### src/rtl/xbar_reg_n.sv
// Registered N-port crossbar: per-output one-hot select, one register stage,
// valid tracking, hold enable, sticky illegal-select flag and saturating flit counter.
module xbar_reg_n #(
  parameter int DATA_WIDTH     = 32,
  parameter int NUM_PORTS      = 5,
  parameter int LEGACY_DEFAULT = 1,
  parameter int CNT_WIDTH      = 16
) (
  input  logic                            clk,
  input  logic                            reset,
  input  logic [NUM_PORTS*DATA_WIDTH-1:0] data_in,
  input  logic [NUM_PORTS-1:0]            valid_in,
  input  logic [NUM_PORTS*NUM_PORTS-1:0]  sel,
  input  logic [NUM_PORTS-1:0]            out_en,
  input  logic                            err_clr,
  input  logic                            cnt_clr,
  output logic [NUM_PORTS*DATA_WIDTH-1:0] data_out,
  output logic [NUM_PORTS-1:0]            valid_out,
  output logic [NUM_PORTS-1:0]            sel_err,
  output logic [NUM_PORTS*CNT_WIDTH-1:0]  flit_cnt
);

  localparam int IDX_W = $clog2(NUM_PORTS);
  localparam logic [NUM_PORTS-1:0] SEL_ONE = NUM_PORTS'(1);
  localparam logic [CNT_WIDTH-1:0] CNT_MAX = '1;
  localparam logic [CNT_WIDTH-1:0] CNT_ONE = CNT_WIDTH'(1);

  logic [DATA_WIDTH-1:0] din_arr [NUM_PORTS];

  for (genvar gi = 0; gi < NUM_PORTS; gi++) begin : g_din
    assign din_arr[gi] = data_in[gi*DATA_WIDTH +: DATA_WIDTH];
  end

  for (genvar gi = 0; gi < NUM_PORTS; gi++) begin : g_out
    logic [NUM_PORTS-1:0]  sel_w;
    logic [IDX_W-1:0]      src;
    logic                  has_src;
    logic                  multi_hot;
    logic                  src_valid;
    logic [DATA_WIDTH-1:0] data_q, data_d;
    logic                  valid_q, valid_d;
    logic                  err_q, err_d;
    logic [CNT_WIDTH-1:0]  cnt_q, cnt_d;

    assign sel_w     = sel[gi*NUM_PORTS +: NUM_PORTS];
    // x & (x-1) is nonzero exactly when more than one bit is set
    assign multi_hot = |(sel_w & (sel_w - SEL_ONE));

    // Lowest set bit wins; an all-zero select falls back to the last port when legacy mode is on
    always_comb begin
      src     = IDX_W'(NUM_PORTS - 1);
      has_src = (LEGACY_DEFAULT != 0);
      for (int i = NUM_PORTS - 1; i >= 0; i--) begin
        if (sel_w[i]) begin
          src     = IDX_W'(i);
          has_src = 1'b1;
        end
      end
    end

    assign src_valid = has_src & valid_in[src];

    always_comb begin
      data_d  = data_q;
      valid_d = valid_q;
      cnt_d   = cnt_q;
      err_d   = multi_hot | (err_q & ~err_clr);
      if (out_en[gi]) begin
        valid_d = src_valid;
        if (src_valid) data_d = din_arr[src];
      end
      if (cnt_clr) begin
        cnt_d = '0;
      end else if (out_en[gi] && src_valid && (cnt_q != CNT_MAX)) begin
        cnt_d = cnt_q + CNT_ONE;
      end
    end

    always_ff @(posedge clk or negedge reset) begin
      if (!reset) begin
        data_q  <= '0;
        valid_q <= 1'b0;
        err_q   <= 1'b0;
        cnt_q   <= '0;
      end else begin
        data_q  <= data_d;
        valid_q <= valid_d;
        err_q   <= err_d;
        cnt_q   <= cnt_d;
      end
    end

    assign data_out[gi*DATA_WIDTH +: DATA_WIDTH] = data_q;
    assign valid_out[gi]                         = valid_q;
    assign sel_err[gi]                           = err_q;
    assign flit_cnt[gi*CNT_WIDTH +: CNT_WIDTH]   = cnt_q;
  end

endmodule

### config.mk
export PLATFORM = sky130hd
export DESIGN_NAME = xbar_reg_n
export DESIGN_NICKNAME = d
export VERILOG_FILES = /design/src/rtl/xbar_reg_n.sv
export SDC_FILE = /design/constraint.sdc
export NUM_CORES = 1
export LEC_CHECK = 0
export ABC_AREA = 0
export CAP_MARGIN = 20
export CORE_MARGIN = 2
export CORE_UTILIZATION = 50
export CTS_CLUSTER_SIZE = 14
export DETAILED_ROUTE_END_ITERATION = 12
export PLACE_DENSITY = 0.86
export SETUP_SLACK_MARGIN = 0.3
export SYNTH_ARGS = -nofsm -noshare
export SYNTH_HDL_FRONTEND = slang
export SYNTH_SLANG_ARGS = --single-unit
### constraint.sdc
create_clock -name clk -period 2.9 [get_ports clk]
set_clock_uncertainty 0.1 [all_clocks]
set_input_delay 0.435 -clock clk [delete_from_list [all_inputs] [get_ports clk]]
set_output_delay 0.435 -clock clk [all_outputs]
set_load 0.05 [all_outputs]
run_1/clock_wires.png
(3 px per um)
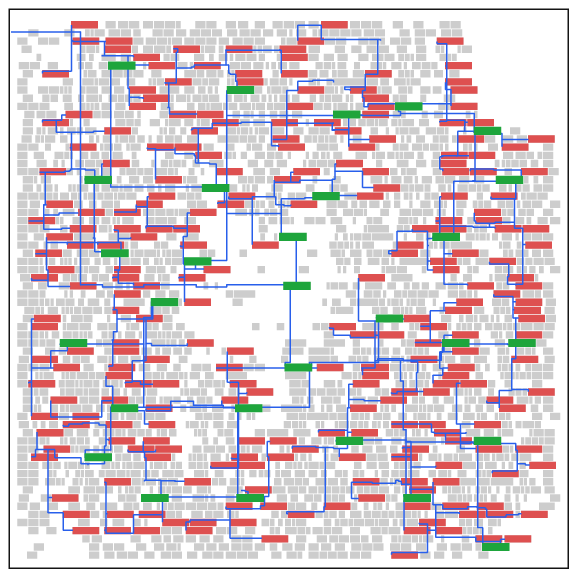
[red] flip-flops | count: 250
[blue] clock wires | length: 3610 um
[green] clock-net drivers | count: 29
flops lie: widely spread
Power Clock: 3.78 mW
clock share of power: 28.8%
Latency at later pin: 0.58 ns

run_1/util_map.png
(1.5 px per um) The die is cut into 19 by 19 equal tiles; white is low, dark blue is high, 0 to 100% covered.
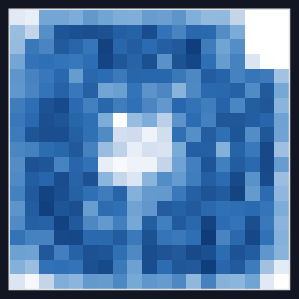
nearly empty tiles: 3.6%
tiles over 75% full: 41%
fullest tile: 96%
mean over tiles: 64%
fp_density: 50.8%
core box area: 32500 um2

==> results.py, run 1 <==
# Synthesis and PnR figures
metrics = {
    "setup_path": {
        "cp_slowest_cell": "clkdlybuf4s50_1",
        "reg2reg_slack_ns": 0.50,
        "r2r_start": "g_out[4].cnt_q[3]",
        "crit_path_max_fanout": 10,
        "cp.arrival_ns": 1.96,
        "reg2reg_depth": 5,
    },
    "global_route": {
        "grtUsageMet1_pct": 49.3,
        "grt_remaining_overflow": 0,
        "grt_use_total_pct": 40.5,
        "grt_pass1_wl_um": 107000,
        "grt_pass1_vias": 18700,
        "antenna_found_initial": 9,
    },
    "place": {
        "placed_cells": 2667,
        "hpwl_um": 47500,
        "routabilityCongestion": 0.963,
    },
    "outcome": {
        "status": "finished clean",
    },
    "drt": {
        "vias_per_cell": 6.97,
        "drtIter0Drc": 2100,
        "drt-met1-wl_um": 25000,
        "routed-wl-met2_um": 31800,
    },
    "cts": {
        "clk_path_buf_depth": 3,
        "holdBufCountCts": 1,
        "cts_tree": "yes",
        "h-tree-depth": 1,
        "cts_root_buf": "clkbuf_16",
    },
    "yosys": {
        "synth-edff-count": 0,
        "synthArstFlopShare_pct": 100,
        "top_cells_by_count": "dfrtp_1 (250), nand2_1 (226), o22ai_1 (132), clkbuf_1 (130)",
        "ff_type": "dfrtp_1",
        "ys_types": 63,
        "yosysWarnings": 0,
        "avgSynthCellArea_um2": 8.81,
        "synth_area_um2": 16500,
        "most_common_cell": "dfrtp_1",
        "area_leaders": "dfrtp_1 (38%), mux2i_1 (5.9%), mux2_2 (5.5%)",
    },
    "floorplan": {
        "ios": 449,
        "fp.dieW_um": 186,
        "chipArea_um2": 34500,
    },
    "cells_and_area": {
        "final_cells": 2726,
        "final_nets": 2461,
    },
    "hold_path": {
        "holdPathEnd": "g_out[4].err_q",
    },
    "power_and_ir_drop": {
        "switching_share_pct": 40.0,
        "leakage_nw": 9.14,
    },
    "sta": {
        "setup_viol": 0,
        "max_freq_ghz": 0.401,
        "fin_ws_ns": 0.403,
        "rsz0062_at_grt": "false",
    },
}
run_1/m4.png
(2 px per um)
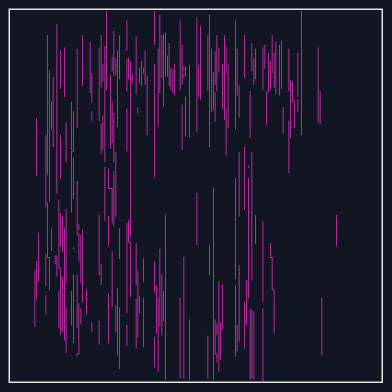
nets with wire on the layer: 124
longest straight run: 95.9 um
wire length on this layer: 5300 um
DR vias: 19000
final wirelength: 72100 um

[run 1: sequential cells by signal, indices dropped and copies added (netlist names)]
name,count
g_out.cnt_q,80
g_out.err_q,5
g_out.data_q,160
g_out.valid_q,5
[run 1: layout make-up]
type | instances | area (um2) | share of cell area, %
clock buffers | 40 | 837 | 3.68
well taps | 442 | 553 | 2.43
inverters | 90 | 338 | 1.48
multi-input cells | 1350 | 9250 | 40.6
flip-flops and latches | 250 | 6260 | 27.5
diodes | 5 | 12.5 | 0.0550
repair buffers | 536 | 5380 | 23.6
clock inverters | 13 | 125 | 0.550
[run 1: stage by stage]
stage                     cell area (um2)  TNS [ns]  util [%]  total power, mW  hold WS [ns]
final                               22800         0      69.9             13.1         0.246
after global routing                22800         0      69.9             13.5         0.301
after CTS                           22700         0      69.9             13.1         0.217
after detailed placement            21800   -0.0121      66.9             9.30         0.366
after global placement              21800         0      66.9             9.22         0.361
after floorplan                     16500         0         -             7.19        0.0394
[run 1: logic make-up (layout without fill, tap and decap cells)]
| kind of cell | after synthesis | after routing | synth area share, % |
|---|---|---|---|
| other | 0 | 5 | 0 |
| multiplexers | 182 | 182 | 11.7 |
| XOR/XNOR | 5 | 5 | 0.265 |
| flip-flops | 250 | 250 | 37.9 |
| buffers and inverters | 275 | 679 | 6.96 |
| AND/OR/NAND/NOR | 495 | 495 | 14.7 |
| AND-OR/OR-AND | 658 | 658 | 27.8 |
| adder cells (fa/ha/maj) | 10 | 10 | 0.681 |
[run 1: power groups by stage]
stage,logic (mW),clock network [mW],registers (mW)
final,5.00,3.78,4.36
after global placement,4.84,0,4.39
after CTS,4.94,3.78,4.34
after detailed placement,4.92,0,4.38
after global routing,5.19,3.93,4.40
after floorplan,1.28,0,5.91
run_1/floorplan.png
(2 px per um) Pins as bars on the die edge.
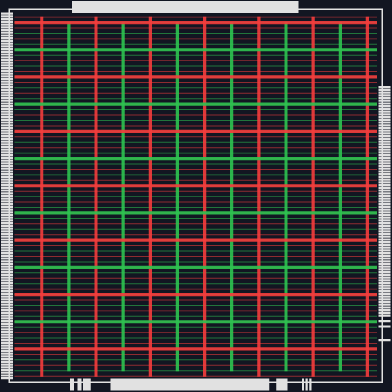

==> run 1 -> run 2 <==
--- a/config.mk
+++ b/config.mk
@@ -12,7 +12,6 @@
 export CTS_CLUSTER_SIZE = 14
 export DETAILED_ROUTE_END_ITERATION = 12
 export PLACE_DENSITY = 0.86
-export SETUP_SLACK_MARGIN = 0.3
 export SYNTH_ARGS = -nofsm -noshare
 export SYNTH_HDL_FRONTEND = slang
 export SYNTH_SLANG_ARGS = --single-unit
run_2/floorplan.png
(2 px per um) Pins as bars on the die edge.
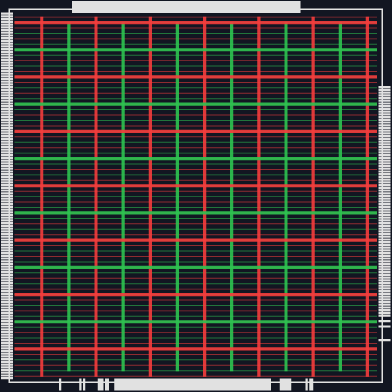
[green] VDD
[red] VSS
met1 rails: 67
met4 straps: 13
die span in y: 186 um
IR drop worst, VDD: 0.000490 V
die width: 186 um

run_2/util_map.png
(1.5 px per um) The die is cut into 19 by 19 equal tiles; white is low, dark blue is high, 0 to 100% covered.
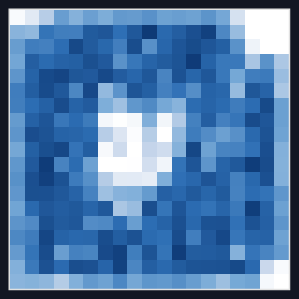
Util after Layout: 70.0%

==> run 2 against run 1 <==
Final area hardly changed. Clock power is 5% higher. Highest routed layer unchanged. Largest cell class unchanged. Non-clock buffer count is 7 lower. Via count is 1.3% lower. Wire length is 3.5% lower. Sequential cell count stayed put. Register-to-register slack worse by 0.11 ns. Sequential power is 0.9% lower. First-iteration DRC count is 3.6% lower. Synthesized area stayed put.
==> results.py, run 2 <==
# Synthesis and PnR figures
metrics = {
    "place": {
        "routabilityCongestion": 0.950,
        "dp_slack_ns": -0.0192,
        "io_buffer_count": 448,
        "hpwl_um": 46700,
    },
    "setup_path": {
        "cp_slowest_cell": "nor4_2",
        "cp.arrival_ns": 2.88,
        "required_ns": 3.27,
        "crit_path_max_fanout": 7,
        "crit_family": "simple AND/OR/NAND/NOR gates",
        "crit_path_end_kind": "flip-flop",
        "max_stage_delay_ns": 0.66,
        "cp_num_buf_inv": 1,
        "criticalPathCategory": "flip-flop to flip-flop",
    },
    "cts": {
        "clk_path_buf_depth": 3,
        "cts_tree": "yes",
        "worstSkewPairLatency_ns": 0.56,
        "cts_root_buf": "clkbuf_16",
        "cts.sinks": 250,
        "h-tree-depth": 1,
        "cts_buffers": 30,
        "clk_pin_slew_ns": 0.06,
    },
    "outcome": {
        "status": "finished clean",
    },
    "floorplan": {
        "core_util_floorplan_pct": 50.8,
        "core_um2": 32500,
        "chipArea_um2": 34500,
        "ios": 449,
    },
    "yosys": {
        "ys_sh_simple_pct": 14.7,
        "ys_types": 63,
        "synthArstFlopShare_pct": 100,
        "area_leaders": "dfrtp_1 (38%), mux2i_1 (5.9%), mux2_2 (5.5%)",
        "synth_adder_area_share_pct": 0.681,
        "ys_sh_mux_pct": 11.7,
        "xor_area_share_pct": 0.265,
        "most_common_cell": "dfrtp_1",
        "synth.largest_area_cell": "dfrtp_1",
        "ff_type": "dfrtp_1",
        "ys_seq_share_pct": 37.9,
        "aoi_share_pct": 27.8,
        "yosysWarnings": 0,
        "netlist_instances": 1875,
        "avgSynthCellArea_um2": 8.81,
        "fp_nets": 2079,
        "netlist_logic_family_top": "AND-OR/OR-AND gates",
        "synth_area_um2": 16500,
        "top_cells_by_count": "dfrtp_1 (250), nand2_1 (226), o22ai_1 (132), clkbuf_1 (130)",
        "synth-edff-count": 0,
    },
    "power_and_ir_drop": {
        "power_density_nw_per_um2": 583,
        "leakage_nw": 9.12,
    },
    "global_route": {
        "use_met3_pct": 10.7,
        "grt_use_total_pct": 38.9,
        "grt_pass1_vias": 18500,
        "grt_pass1_wl_um": 104000,
        "grtUsageMet1_pct": 46.4,
        "antenna_found_initial": 7,
        "grt_remaining_overflow": 0,
    },
    "drt": {
        "route.met3.wl_um": 8780,
        "vias_per_cell": 6.89,
        "drt-met1-wl_um": 24100,
        "highest_layer": "met5",
        "routed_wl_um": 69500,
        "vias": 18800,
        "wl_per_cell_um": 25.6,
        "drtIter0Drc": 2025,
        "routed-wl-met2_um": 31300,
    },
    "sta": {
        "setup_viol": 0,
        "min_period_ns": 2.51,
        "max_freq_ghz": 0.398,
        "relSlewSlack_pct": 38.8,
        "hold_ws_ns": 0.241,
        "fin_ws_ns": 0.389,
        "rsz0062_at_grt": "false",
        "finalClockPeriodUsage_pct": 86.6,
    },
    "cells_and_area": {
        "fill_cells": 2414,
        "final_cell_mix": "clkdlybuf4s50_1 (440), dfrtp_1 (250), nand2_1 (225), o22ai_1 (132)",
        "largest_reg_flops": 160,
        "regArea_um2": 6260,
        "regMostFlops": "g_out.data_q",
        "top_regs": "g_out.data_q x160, g_out.cnt_q x80",
        "final_nets": 2455,
        "area_delta_synth_final_pct": 37.7,
        "combGateArea_um2": 9230,
    },
    "flow_run": {
        "maxCapViolCount": 0,
        "tool_warnings": 26,
    },
}
## run 2: cell counts after synthesis
Identical to the previous run, type by type.
## run 2: final timing paths
| kind | start | endpoint | slack (ns) | cells after the start |
|---|---|---|---|---|
| max | g_out[2].cnt_q[0] | g_out[2].cnt_q[8] | 0.39 | 7 |
| min | reset | g_out[2].cnt_q[13] | 0.24 | 2 |
| max reg2reg | g_out[2].cnt_q[0] | g_out[2].cnt_q[8] | 0.39 | 7 |
| min reg2reg | g_out[0].data_q[20] | g_out[0].data_q[20] | 0.38 | 1 |
| max in group asynchronous | reset | g_out[3].data_q[8] | 1.61 | 3 |
| min in group clk | sel[20] | g_out[4].err_q | 0.32 | 3 |
## run 2: timing repair
item | CTS | global route
hold buffers | 1 | 0
hold endpoints to repair | 49 | 0
setup buffers | 0 | 0
## run 2: through the flow
step / setup TNS [ns] / utilization (%) / cells / cell area, um2 / power [mW]
global placement: 0 / 66.7 / 2659 / 21700 / 9.18
finish: 0 / 70.0 / 2720 / 22800 / 13.3
global route: 0 / 70.0 / 2720 / 22800 / 13.7
floorplan: 0 / - / 1875 / 16500 / 7.19
CTS: 0 / 69.9 / 2714 / 22700 / 13.2
detailed placement: -0.0524 / 66.8 / 2660 / 21700 / 9.27
## run 2: layout make-up
cell class / instances / share of cell area [%]
Tap cell: 442 / 2.43
Clock buffer: 46 / 3.88
Antenna cell: 6 / 0.0660
Clock inverter: 7 / 0.605
Timing Repair Buffer: 529 / 23.5
Inverter: 90 / 1.48
Sequential cell: 250 / 27.5
Multi-Input combinational cell: 1350 / 40.6
## run 2: power by group
group | total, mW | internal (mW) | switching, mW
clock network | 3.96 | 2.43 | 1.53
registers | 4.32 | 3.97 | 0.351
logic | 5.00 | 1.73 | 3.27
total | 13.3 | 8.13 | 5.16
Power figures rest on the tool's default switching activity, not on a simulated workload.
